===== config.mk =====
export PLATFORM = sky130hd
export DESIGN_NAME = pipeline_hazard_ctrl
export DESIGN_NICKNAME = d
export VERILOG_FILES = /design/src/rtl/pipeline_hazard_ctrl.sv
export SDC_FILE = /design/constraint.sdc
export NUM_CORES = 1
export LEC_CHECK = 0
export CORE_ASPECT_RATIO = 1.2
export CORE_MARGIN = 5
export CORE_UTILIZATION = 50
export CTS_BUF_LIST = sky130_fd_sc_hd__clkbuf_2 sky130_fd_sc_hd__clkbuf_4 sky130_fd_sc_hd__clkbuf_8
export DETAILED_ROUTE_END_ITERATION = 8
export PLACE_DENSITY = 0.88
export SLEW_MARGIN = 5
export SYNTH_ARGS = -nofsm -noshare
export SYNTH_HDL_FRONTEND = slang
export SYNTH_SLANG_ARGS = --single-unit

===== constraint.sdc =====
create_clock -name Clk -period 4.7 [get_ports Clk]
set_input_delay 0.705 -clock Clk [delete_from_list [all_inputs] [get_ports Clk]]
set_output_delay 0.705 -clock Clk [all_outputs]
set_load 0.03 [all_outputs]

===== src/rtl/pipeline_hazard_ctrl.sv =====
// Stall/flush sequencer for the 5-stage pipe: load-use bubbles, branch
// squash, data-memory wait freeze, stall counter and memory-timeout fault.
module pipeline_hazard_ctrl #(
  parameter int unsigned MAX_WAIT = 16,
  parameter int unsigned CNT_W    = 16
) (
  input  logic             Clk,
  input  logic             Rst,
  input  logic             IDEX_MemRead,
  input  logic [4:0]       IDEX_WriteReg,
  input  logic [4:0]       IFID_Rs,
  input  logic [4:0]       IFID_Rt,
  input  logic             IFID_UsesRt,
  input  logic             BranchTaken,
  input  logic             MemReq,
  input  logic             MemReady,
  output logic             PCWrite,
  output logic             IFID_Write,
  output logic             IFID_Flush,
  output logic             IDEX_Write,
  output logic             IDEX_Flush,
  output logic             EXMEM_Write,
  output logic             MEMWB_Bubble,
  output logic [CNT_W-1:0] StallCount,
  output logic             Fault
);

  localparam int unsigned WW = $clog2(MAX_WAIT + 1);

  localparam logic [1:0] S_RUN  = 2'd0;
  localparam logic [1:0] S_WAIT = 2'd1;
  localparam logic [1:0] S_FLT  = 2'd2;

  logic [1:0]       state_q, state_d;
  logic [WW-1:0]    wait_q, wait_d;
  logic [CNT_W-1:0] cnt_q, cnt_d;
  logic             fault_q, fault_d;

  logic load_use;
  logic wr_rs;
  logic wr_rt;
  logic freeze;

  assign wr_rs = (IDEX_WriteReg == IFID_Rs);
  assign wr_rt = IFID_UsesRt & (IDEX_WriteReg == IFID_Rt);

  assign load_use = IDEX_MemRead
                  & (IDEX_WriteReg != 5'd0)
                  & (wr_rs | wr_rt);

  always_comb begin
    state_d = state_q;
    wait_d  = wait_q;
    fault_d = fault_q;
    freeze  = 1'b0;
    unique case (state_q)
      S_RUN: begin
        if (MemReq && !MemReady) begin
          freeze  = 1'b1;
          state_d = S_WAIT;
          wait_d  = WW'(1);
        end
      end
      S_WAIT: begin
        if (MemReady) begin
          state_d = S_RUN;
          wait_d  = '0;
        end else if (wait_q == WW'(MAX_WAIT)) begin
          freeze  = 1'b1;
          state_d = S_FLT;
          fault_d = 1'b1;
        end else begin
          freeze  = 1'b1;
          wait_d  = wait_q + 1'b1;
        end
      end
      S_FLT: begin
        freeze  = 1'b1;
        fault_d = 1'b1;
      end
      default: begin
        freeze  = 1'b1;
        state_d = S_RUN;
        wait_d  = '0;
      end
    endcase
  end

  // A taken branch squashes the hazard instruction, so it beats load-use.
  always_comb begin
    PCWrite      = 1'b1;
    IFID_Write   = 1'b1;
    IFID_Flush   = 1'b0;
    IDEX_Write   = 1'b1;
    IDEX_Flush   = 1'b0;
    EXMEM_Write  = 1'b1;
    MEMWB_Bubble = 1'b0;
    priority case (1'b1)
      freeze: begin
        PCWrite      = 1'b0;
        IFID_Write   = 1'b0;
        IDEX_Write   = 1'b0;
        EXMEM_Write  = 1'b0;
        MEMWB_Bubble = 1'b1;
      end
      BranchTaken: begin
        IFID_Flush = 1'b1;
        IDEX_Flush = 1'b1;
      end
      load_use: begin
        PCWrite    = 1'b0;
        IFID_Write = 1'b0;
        IDEX_Flush = 1'b1;
      end
      default: ;
    endcase
  end

  always_comb begin
    cnt_d = cnt_q;
    if (!PCWrite && !(&cnt_q)) begin
      cnt_d = cnt_q + 1'b1;
    end
  end

  always_ff @(posedge Clk) begin
    if (Rst) begin
      state_q <= S_RUN;
      wait_q  <= '0;
      cnt_q   <= '0;
      fault_q <= 1'b0;
    end else begin
      state_q <= state_d;
      wait_q  <= wait_d;
      cnt_q   <= cnt_d;
      fault_q <= fault_d;
    end
  end

  assign StallCount = cnt_q;
  assign Fault      = fault_q;

endmodule

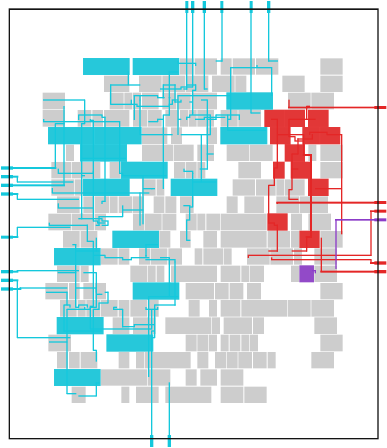
Run 1: I/O nets highlighted
- red: IDEX_WriteReg (bits 5; direction input; edge east; end cells 12; wire 195 microns)
- purple: IFID_Flush (bits 1; direction output; edge east; end cells 1; wire 14.7 microns)
- cyan: StallCount (bits 16; direction output; edge 8 west, 6 north, 2 south; end cells 16; wire 757 microns)
port bufs: 45
num ports: 46

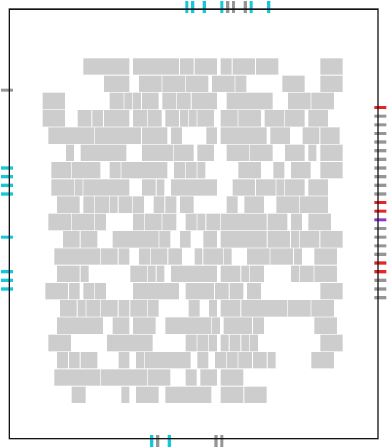
Run 1: pin placement
Pins as bars across the die edge, other pins in grey.
- purple: IFID_Flush (pins 1; direction output; edge east)
- cyan: StallCount (pins 16; direction output; edge 8 west, 6 north, 2 south)
- red: IDEX_WriteReg (pins 5; direction input; edge east)
- all pins by edge: 23 east, 9 west, 9 north, 5 south
die height: 67.4 microns
Die X: 57.8 microns

==> out/metrics.cfg, run 1 <==
[yosys]
synth_flops=24
syn_inst=168
ys_cells=168
synthesis.nets=193
top_cell_area_share_pct=35.0
syn_area_sq_um=1370
netlist.top_cell.by_area=dfxtp_1
common_cells=dfxtp_1 (24), a21oi_1 (17), nor2_1 (17), xor2_1 (13), o21ai_0 (10)
syn-mean-instance-area_sq_um=8.16

[layout]
antenna_cells=0
drive_gt1_share_pct=6.64
syn_to_final_growth_pct=35.9
nFillCells=185

[critical_path]
required_ns=3.99
r2r_end=StallCount[5]
end_kind=output pin
startpoint_type=primary input

[cts]
cts_buffers=3
cts_root_buffer=clkbuf_4
cts.path.max_buffers=2

[floorplanning]
coreArea_sq_um=2580

[global_routing]
grt_max_degree=27

[placement]
hpwl_microns=2860
dpl.cell_count=240
gp_congestion=0.955

[job]
log.warning_count=27

[sta]
slew_viol_final=0
maxSlewHeadroom_pct=38.9
finalSetupTns_ns=0

[detailed_routing]
ant_nets=0
drc=0

[power_and_ir_drop]
switching_share_pct=27.3
comb_power_share_pct=19.8

[min_path]
hp-class=register to register

[run_status]
status=finished, final reports clean

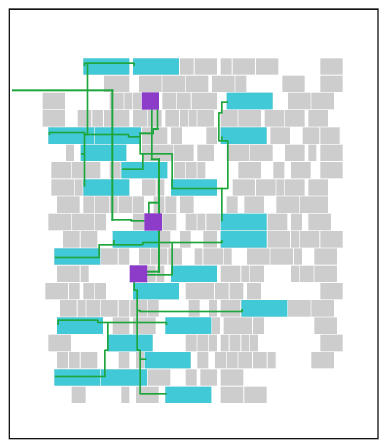
Run 1: clock wires, drivers and flops
- purple: clock drivers (count 3)
- green: clock wires (length 299 microns)
- cyan: flip-flops (count 24)
- routed clock nets: 4
clock skew: 0.00605 ns
clk_lat worst skew: 0.32 ns

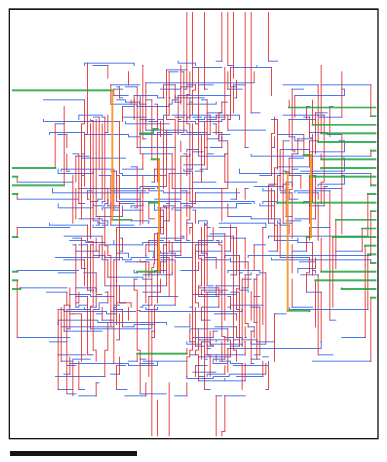
Run 1: signal wires by layer
Scale bar: 20 microns.
- green: metal 3 (wire length 191 microns)
- orange: metal 4 (wire length 72.8 microns)
- red: metal 2 (wire length 1920 microns)
- blue: metal 1 (wire length 1500 microns)
All-Layer GR Usage: 20.2%
Routed WL: 3680 microns
vias post-DR: 1412
mean routed wirelength per cell: 15.1 microns

run 1: critical path, cell delays in order:
cell	delay [ns]
clkdlybuf4s50_1	0.46
or4_1	0.54
o21ai_0	0.29
o31a_1	0.33
clkdlybuf4s50_1	0.74
run 1: how the worst min path moves through the flow:
stage | slack (ns) | end | cells past startpoint
3_5_place_dp | 0.44 | Fault | 2
4_1_cts | 0.46 | Fault | 2
3_3_place_gp | 0.43 | Fault | 2
2_1_floorplan | 0.48 | wait_q[4] | 2
6_report | 0.46 | Fault | 2
5_1_grt | 0.49 | Fault | 2
run 1: cells by family after synthesis:
kind of cell               share of synthesized area, %
muxes                                              3.19
AOI/OAI and AO/OA                                  16.0
xor gates and xnor gates                           8.94
buffers and inverters                              4.74
and+or+nand+nor                                    29.4
DFF                                                35.0
adders and majority gates                          2.74
run 1: registers in the layout, indices dropped and copies added, names as in the netlist:
signal,cells
StallCount,16
wait_q,5
state_q,2
Fault,1
run 1: cell type report:
class / count / area, sq um / share of cell area (%)
Sequential cell: 24 / 480 / 25.8
Tap cell: 33 / 41.3 / 2.21
Inverter: 8 / 30.0 / 1.61
Timing Repair Buffer: 45 / 450 / 24.2
Clock buffer: 4 / 36.3 / 1.95
Multi-Input combinational cell: 130 / 826 / 44.3
run 1: per-layer routing:
metal | global-route usage [%] | up-vias | share of wire (%)
li1 | - | 698 | -
met1 | 21.7 | 662 | 41
met2 | 37.6 | 43 | 52
met3 | 4.21 | 9 | 5.2
met4 | 9.28 | 0 | 2.0
met5 | 0 | - | 0
run 1: power groups by stage:
stage | clock network, mW | registers [mW] | logic (mW)
after CTS | 0.112 | 0.210 | 0.0799
after global placement | 0 | 0.214 | 0.0764
after floorplan | 0 | 0.217 | 0.0398
after global routing | 0.121 | 0.211 | 0.0850
after detailed placement | 0 | 0.215 | 0.0795
final | 0.111 | 0.210 | 0.0796
run 1: cell usage in the layout, fill, tap and decap left out, drive strengths merged, types with 3 or more instances in the layout:
cell and count:
o31ai 5, nand4 7, dfxtp 24, or4 7, or3 6, clkdlybuf4s50 45, nand2 6, nor2b 4
nor3 5, a21oi 17, inv 8, ha 3, clkbuf 4, nand3 7, o21ai 10, mux2 3
nor4 5, nor2 17, xor2 13
run 1: per-stage QoR:
stage,total power [mW],cell area [sq um]
2_1_floorplan,0.257,1370
3_3_place_gp,0.291,1830
3_5_place_dp,0.294,1830
4_1_cts,0.403,1860
5_1_grt,0.418,1860
6_report,0.401,1860
Run 1, cell placement:
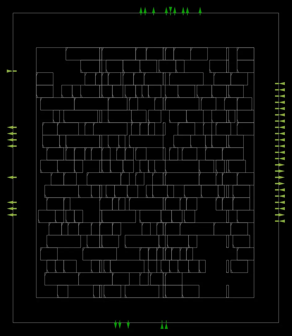

==> run 1 -> run 2 <==
--- a/config.mk
+++ b/config.mk
@@ -7,10 +7,10 @@
 export LEC_CHECK = 0
 export CORE_ASPECT_RATIO = 1.2
 export CORE_MARGIN = 5
-export CORE_UTILIZATION = 50
+export CORE_UTILIZATION = 47
 export CTS_BUF_LIST = sky130_fd_sc_hd__clkbuf_2 sky130_fd_sc_hd__clkbuf_4 sky130_fd_sc_hd__clkbuf_8
 export DETAILED_ROUTE_END_ITERATION = 8
-export PLACE_DENSITY = 0.88
+export PLACE_DENSITY = 0.83
 export SLEW_MARGIN = 5
 export SYNTH_ARGS = -nofsm -noshare
 export SYNTH_HDL_FRONTEND = slang
==> constraint.sdc (replaced) <==
create_clock -name Clk -period 3.75 [get_ports Clk]
set_input_delay 0.5625 -clock Clk [delete_from_list [all_inputs] [get_ports Clk]]
set_output_delay 0.5625 -clock Clk [all_outputs]
set_load 0.03 [all_outputs]
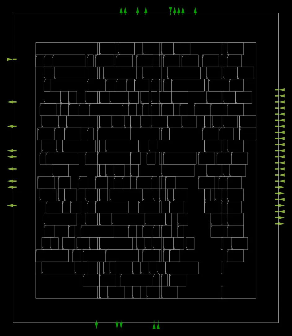
Run 2: cell placement
Row Count: 21
Non-Filler Instances: 245
fin util: 66.4%
Tap Count: 34

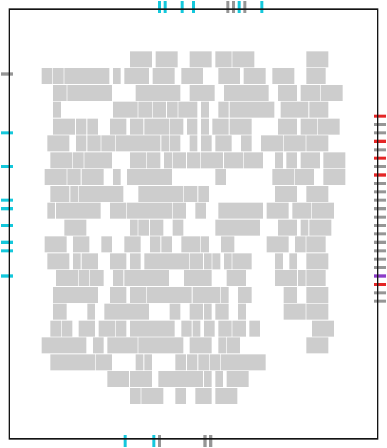
Run 2: pin placement
Pins as bars across the die edge, other pins in grey.
- red: IDEX_WriteReg (pins 5; direction input; edge east)
- cyan: StallCount (pins 16; direction output; edge 8 west, 6 north, 2 south)
- purple: IFID_Flush (pins 1; direction output; edge east)
Die X: 59.3 microns
die height: 69.2 microns

==> out/metrics.cfg, run 2 <==
[yosys]
syn_area_sq_um=1370  ; unchanged
ys_sh_simple_pct=29.4  ; unchanged
synth_flops=24  ; unchanged
ys_sh_mux_pct=3.19  ; unchanged
synth.cellmix.compoundShare_pct=16.0  ; unchanged
netlist.top_cell.by_area=dfxtp_1
syn_inst=168  ; unchanged
syn-mean-instance-area_sq_um=8.16  ; unchanged
top_cell_area_share_pct=35.0  ; unchanged
ys_sh_adder_pct=2.74  ; unchanged
ys_cells=168  ; unchanged
ys.warnings.count=0
common_cells=dfxtp_1 (24), a21oi_1 (17), nor2_1 (17), xor2_1 (13), o21ai_0 (10)
synthesis.nets=193  ; unchanged
ys_sh_xor_pct=8.94  ; unchanged
logic_family=simple AND/OR/NAND/NOR gates

[floorplanning]
coreArea_sq_um=2810  ; +9.1%
io_pins=46  ; unchanged

[layout]
largest_reg_flops=16  ; unchanged
syn_to_final_growth_pct=36.0  ; about the same
antenna_cells=0  ; unchanged
final_cell_mix=clkdlybuf4s50_1 (45), dfxtp_1 (24), nor2_1 (17), a21oi_1 (17), xor2_1 (13)
final_common_cell=clkdlybuf4s50_1
drive_gt1_share_pct=6.64  ; unchanged

[power_and_ir_drop]
comb_power_share_pct=19.9  ; about the same
p_seq_share_pct=53.0
switching_share_pct=26.5  ; -0.78 points
ir_worst_vdd_mv=0.244

[critical_path]
required_ns=3.19  ; -0.80 ns
crit_buf_inv=2  ; unchanged
max_stage_delay_ns=0.74  ; about the same
worstPathCellList=clkdlybuf4s50_1 -> or4_1 -> o21ai_0 -> o31a_1 -> clkdlybuf4s50_1
path_class=primary input to output pin
startpoint_type=primary input
critPathSlowestCell=clkdlybuf4s50_1
cp_top_family=buffers and inverters
cpMostUsedCell=clkdlybuf4s50_1
end_kind=output pin

[cts]
cts_root_buffer=clkbuf_4
insertion_delay_ns=0.32  ; about the same
cts_buffers=3  ; unchanged
postCtsHoldBufs=0
cts.path.max_buffers=2  ; unchanged
cts_sinks=24

[global_routing]
grt.total_usage_pct=17.0  ; -3.2 points
gr-total-overflow=0
grt_pass1_wl_microns=5740
grt_max_degree=27  ; unchanged

[placement]
gp_congestion=0.853  ; -11%
hpwl_microns=2690  ; -5.8%
dpl.cell_count=241  ; +0.42%
io_buffers=45  ; unchanged

[min_path]
hp-class=register to register

[job]
log.warning_count=27  ; unchanged

[sta]
finClkSkew_ns=0.00916  ; +0.00311 ns
finalSetupTns_ns=0  ; unchanged
final-hold-violation-count=0
slew_viol_final=0  ; unchanged
maxSlewHeadroom_pct=37.0  ; -1.9 points

[detailed_routing]
routed_wl_microns=3490  ; -5.3%
drc=0  ; unchanged
route.vias.total=1387  ; -1.8%
wl_per_cell_microns=14.2  ; -5.7%
ant_nets=0  ; unchanged

[run_status]
status=finished, final reports clean

## run 2: metal layers
layer | share of wire (%) | global-route usage, %
met1 | 42 | 19.3
met2 | 50 | 30.7
met3 | 7.0 | 2.98
met4 | 1.0 | 5.29
met5 | 0 | 0
## run 2: worst paths after layout
path | start | to | slack, ns | cells after the start
min reg2reg | Fault | Fault | 0.48 | 2
min | Fault | Fault | 0.48 | 2
max | IDEX_WriteReg[0] | PCWrite | 0.23 | 5
max reg2reg | StallCount[0] | StallCount[5] | 1.39 | 7
## run 2: worst register-to-register path, cell delays in order, from the launching register on
cell and delay, ns:
dfxtp_1 0.38, ha_1 0.25, nand3_1 0.27, nor3_1 0.12, a211o_1 0.30, o21ba_2 0.31, or4_1 0.50, a21oi_1 0.14
## run 2: cell families after synthesis
kind of cell    after synthesis
simple gates                 72
compound gates               37
flops                        24
xor+xnor                     14
buf+inv                      14
mux                           4
fa+ha+maj                     3
## run 2: power groups by stage
stage | Clock (mW) | Combinational, mW | Sequential (mW)
CTS | 0.135 | 0.0997 | 0.263
global route | 0.148 | 0.106 | 0.264
detailed placement | 0 | 0.0990 | 0.269
global placement | 0 | 0.0956 | 0.269
finish | 0.135 | 0.0988 | 0.263
floorplan | 0 | 0.0499 | 0.272
## run 2: area by class of cell
| type | count | area [sq um] |
|---|---|---|
| multi-input combinational | 130 | 826 |
| sequential | 24 | 480 |
| clock buffer | 4 | 36.3 |
| timing repair buffer | 45 | 450 |
| fill | 250 | 946 |
| inverter | 8 | 30.0 |
| tap | 34 | 42.5 |
## run 2: per-stage QoR
step                instance area [sq um]  power, mW  hold slack, ns  worst slack [ns]  util (%)
finish                               1870      0.497           0.482             0.235      66.4
CTS                                  1870      0.498           0.484             0.238      66.4
detailed placement                   1830      0.368           0.465             0.241      65.1
floorplan                            1370      0.322           0.479              1.16         -
global route                         1870      0.519           0.532             0.144      66.4
global placement                     1830      0.364           0.433             0.297      65.1
Run 2, signal wires by layer:
Scale bar: 20 microns.
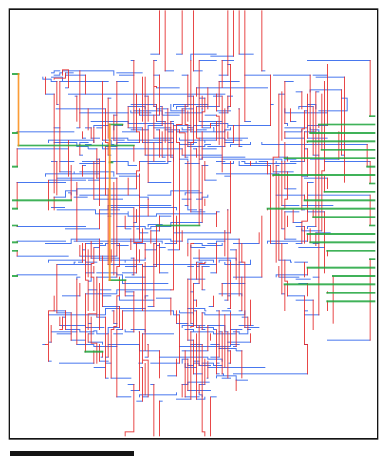

==> run 2 -> run 3 <==
--- a/config.mk
+++ b/config.mk
@@ -7,10 +7,10 @@
 export LEC_CHECK = 0
 export CORE_ASPECT_RATIO = 1.2
 export CORE_MARGIN = 5
-export CORE_UTILIZATION = 47
+export CORE_UTILIZATION = 30
 export CTS_BUF_LIST = sky130_fd_sc_hd__clkbuf_2 sky130_fd_sc_hd__clkbuf_4 sky130_fd_sc_hd__clkbuf_8
 export DETAILED_ROUTE_END_ITERATION = 8
-export PLACE_DENSITY = 0.83
+export PLACE_DENSITY = 0.58
 export SLEW_MARGIN = 5
 export SYNTH_ARGS = -nofsm -noshare
 export SYNTH_HDL_FRONTEND = slang
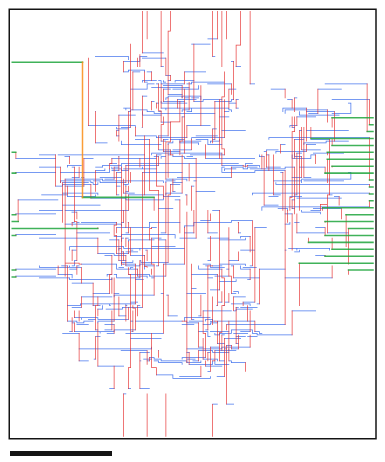
Run 3: signal wires by layer
Scale bar: 20 microns.
- red: metal 2 (wire length 1500 microns)
- green: metal 3 (wire length 207 microns)
- blue: metal 1 (wire length 1690 microns)
- orange: metal 4 (wire length 26.5 microns)
mean routed wirelength per cell: 12.7 microns
vias post-DR: 1357
Routed WL: 3420 microns

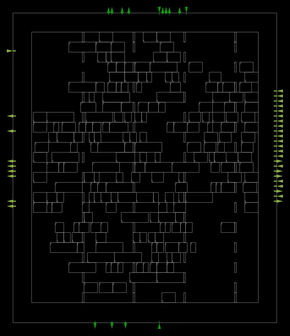
Run 3: cell placement
Core Area: 4530 sq um
sequential cell area share: 25.0%
Tap Count: 58

==> out/metrics.cfg, run 3 <==
[run_status]
status=finished, final reports clean

[layout]
finish.utilization_pct=42.5  ; -24 points
drive_gt1_share_pct=7.08  ; +0.44 points
antenna_cells=0  ; unchanged
final_common_cell=clkdlybuf4s50_1
layout.cells.non_filler=270  ; +10%
final_cell_mix=clkdlybuf4s50_1 (45), dfxtp_1 (24), nor2_1 (17), a21oi_1 (17), xor2_1 (13)
nFillCells=472  ; +89%
syn_to_final_growth_pct=40.1

[yosys]
ys.warnings.count=0  ; unchanged
syn_inst=168  ; unchanged
ys_cells=168  ; unchanged
syn-mean-instance-area_sq_um=8.16  ; unchanged

[critical_path]
required_ns=3.19  ; about the same
startpoint=IDEX_WriteReg[0]
startpoint_type=primary input
rrSetupSlack_ns=1.44  ; +0.05 ns
reg2reg_depth=7  ; unchanged
rr_startpoint=StallCount[0]

[cts]
cts.path.max_buffers=2  ; unchanged
cts_buffers=3  ; unchanged
postCtsHoldBufs=0  ; unchanged
cts_root_buffer=clkbuf_8

[min_path]
hp-class=register to register

[floorplanning]
die_x_microns=71.7  ; +21%
io_pins=46  ; unchanged

[detailed_routing]
drc=0  ; unchanged
ant_nets=0  ; unchanged

[global_routing]
grt.total_usage_pct=11.5  ; -5.5 points
grt_max_degree=21  ; -22%

[power_and_ir_drop]
comb_power_share_pct=18.4  ; -1.5 points
switching_share_pct=25.4  ; -1.1 points
ir_worst_vdd_mv=0.151  ; -38%
p_seq_share_pct=49.1  ; -3.9 points

[placement]
dpl.cell_count=266  ; +10%
placed_area_sq_um=1870  ; +2.1%

[sta]
finalSetupTns_ns=0  ; unchanged
final-hold-violation-count=0  ; unchanged

[job]
log.warning_count=27  ; unchanged

run 3: cell counts after synthesis:
Identical to the previous run, type by type.
run 3: power groups by stage:
stage | clock network, mW | registers [mW] | logic, mW
4_1_cts | 0.182 | 0.263 | 0.0998
5_1_grt | 0.193 | 0.264 | 0.108
3_5_place_dp | 0 | 0.269 | 0.0990
3_3_place_gp | 0 | 0.269 | 0.0990
2_1_floorplan | 0 | 0.272 | 0.0499
6_report | 0.174 | 0.263 | 0.0987
run 3: area by class of cell:
cell class / count / area [sq um] / area share, %
Clock buffer: 4 / 55.1 / 2.86
Inverter: 8 / 30.0 / 1.56
Multi-Input combinational cell: 130 / 826 / 43.0
Sequential cell: 24 / 480 / 25.0
Tap cell: 58 / 72.6 / 3.78
Timing Repair Buffer: 46 / 458 / 23.8
run 3: layer usage:
| metal | vias to the layer above | track usage (%) | part of all wire [%] |
|---|---|---|---|
| li1 | 701 | - | - |
| met1 | 622 | 14.7 | 49 |
| met2 | 32 | 18.3 | 44 |
| met3 | 2 | 3.01 | 6.0 |
| met4 | 0 | 4.10 | 0.76 |
| met5 | - | 0 | 0 |
run 3: worst min-delay path by stage:
stage / start / cells after the start / to
6_report: Fault / 2 / Fault
4_1_cts: Fault / 2 / Fault
3_5_place_dp: Fault / 2 / Fault
5_1_grt: Fault / 2 / Fault
3_3_place_gp: Fault / 2 / Fault
2_1_floorplan: wait_q[4] / 2 / wait_q[4]
run 3: per-stage QoR:
| stage | setup slack (ns) | total power [mW] |
|---|---|---|
| 6_report | 0.239 | 0.536 |
| 5_1_grt | 0.115 | 0.565 |
| 4_1_cts | 0.230 | 0.545 |
| 3_5_place_dp | 0.240 | 0.368 |
| 3_3_place_gp | 0.260 | 0.368 |
| 2_1_floorplan | 1.16 | 0.322 |
run 3: cell families after synthesis:
| logic type | share of synthesized area (%) |
|---|---|
| xor gates and xnor gates | 8.94 |
| adders and majority gates | 2.74 |
| buffers and inverters | 4.74 |
| DFF | 35.0 |
| and+or+nand+nor | 29.4 |
| AOI/OAI and AO/OA | 16.0 |
| muxes | 3.19 |
run 3: worst max-delay path, cell delays in order:
cell and delay [ns]:
clkdlybuf4s50_1 0.48, or4_1 0.54, o21ai_0 0.29, o31a_1 0.34
clkdlybuf4s50_1 0.73
No activity file was given, so power comes from the tool's default toggle rates.
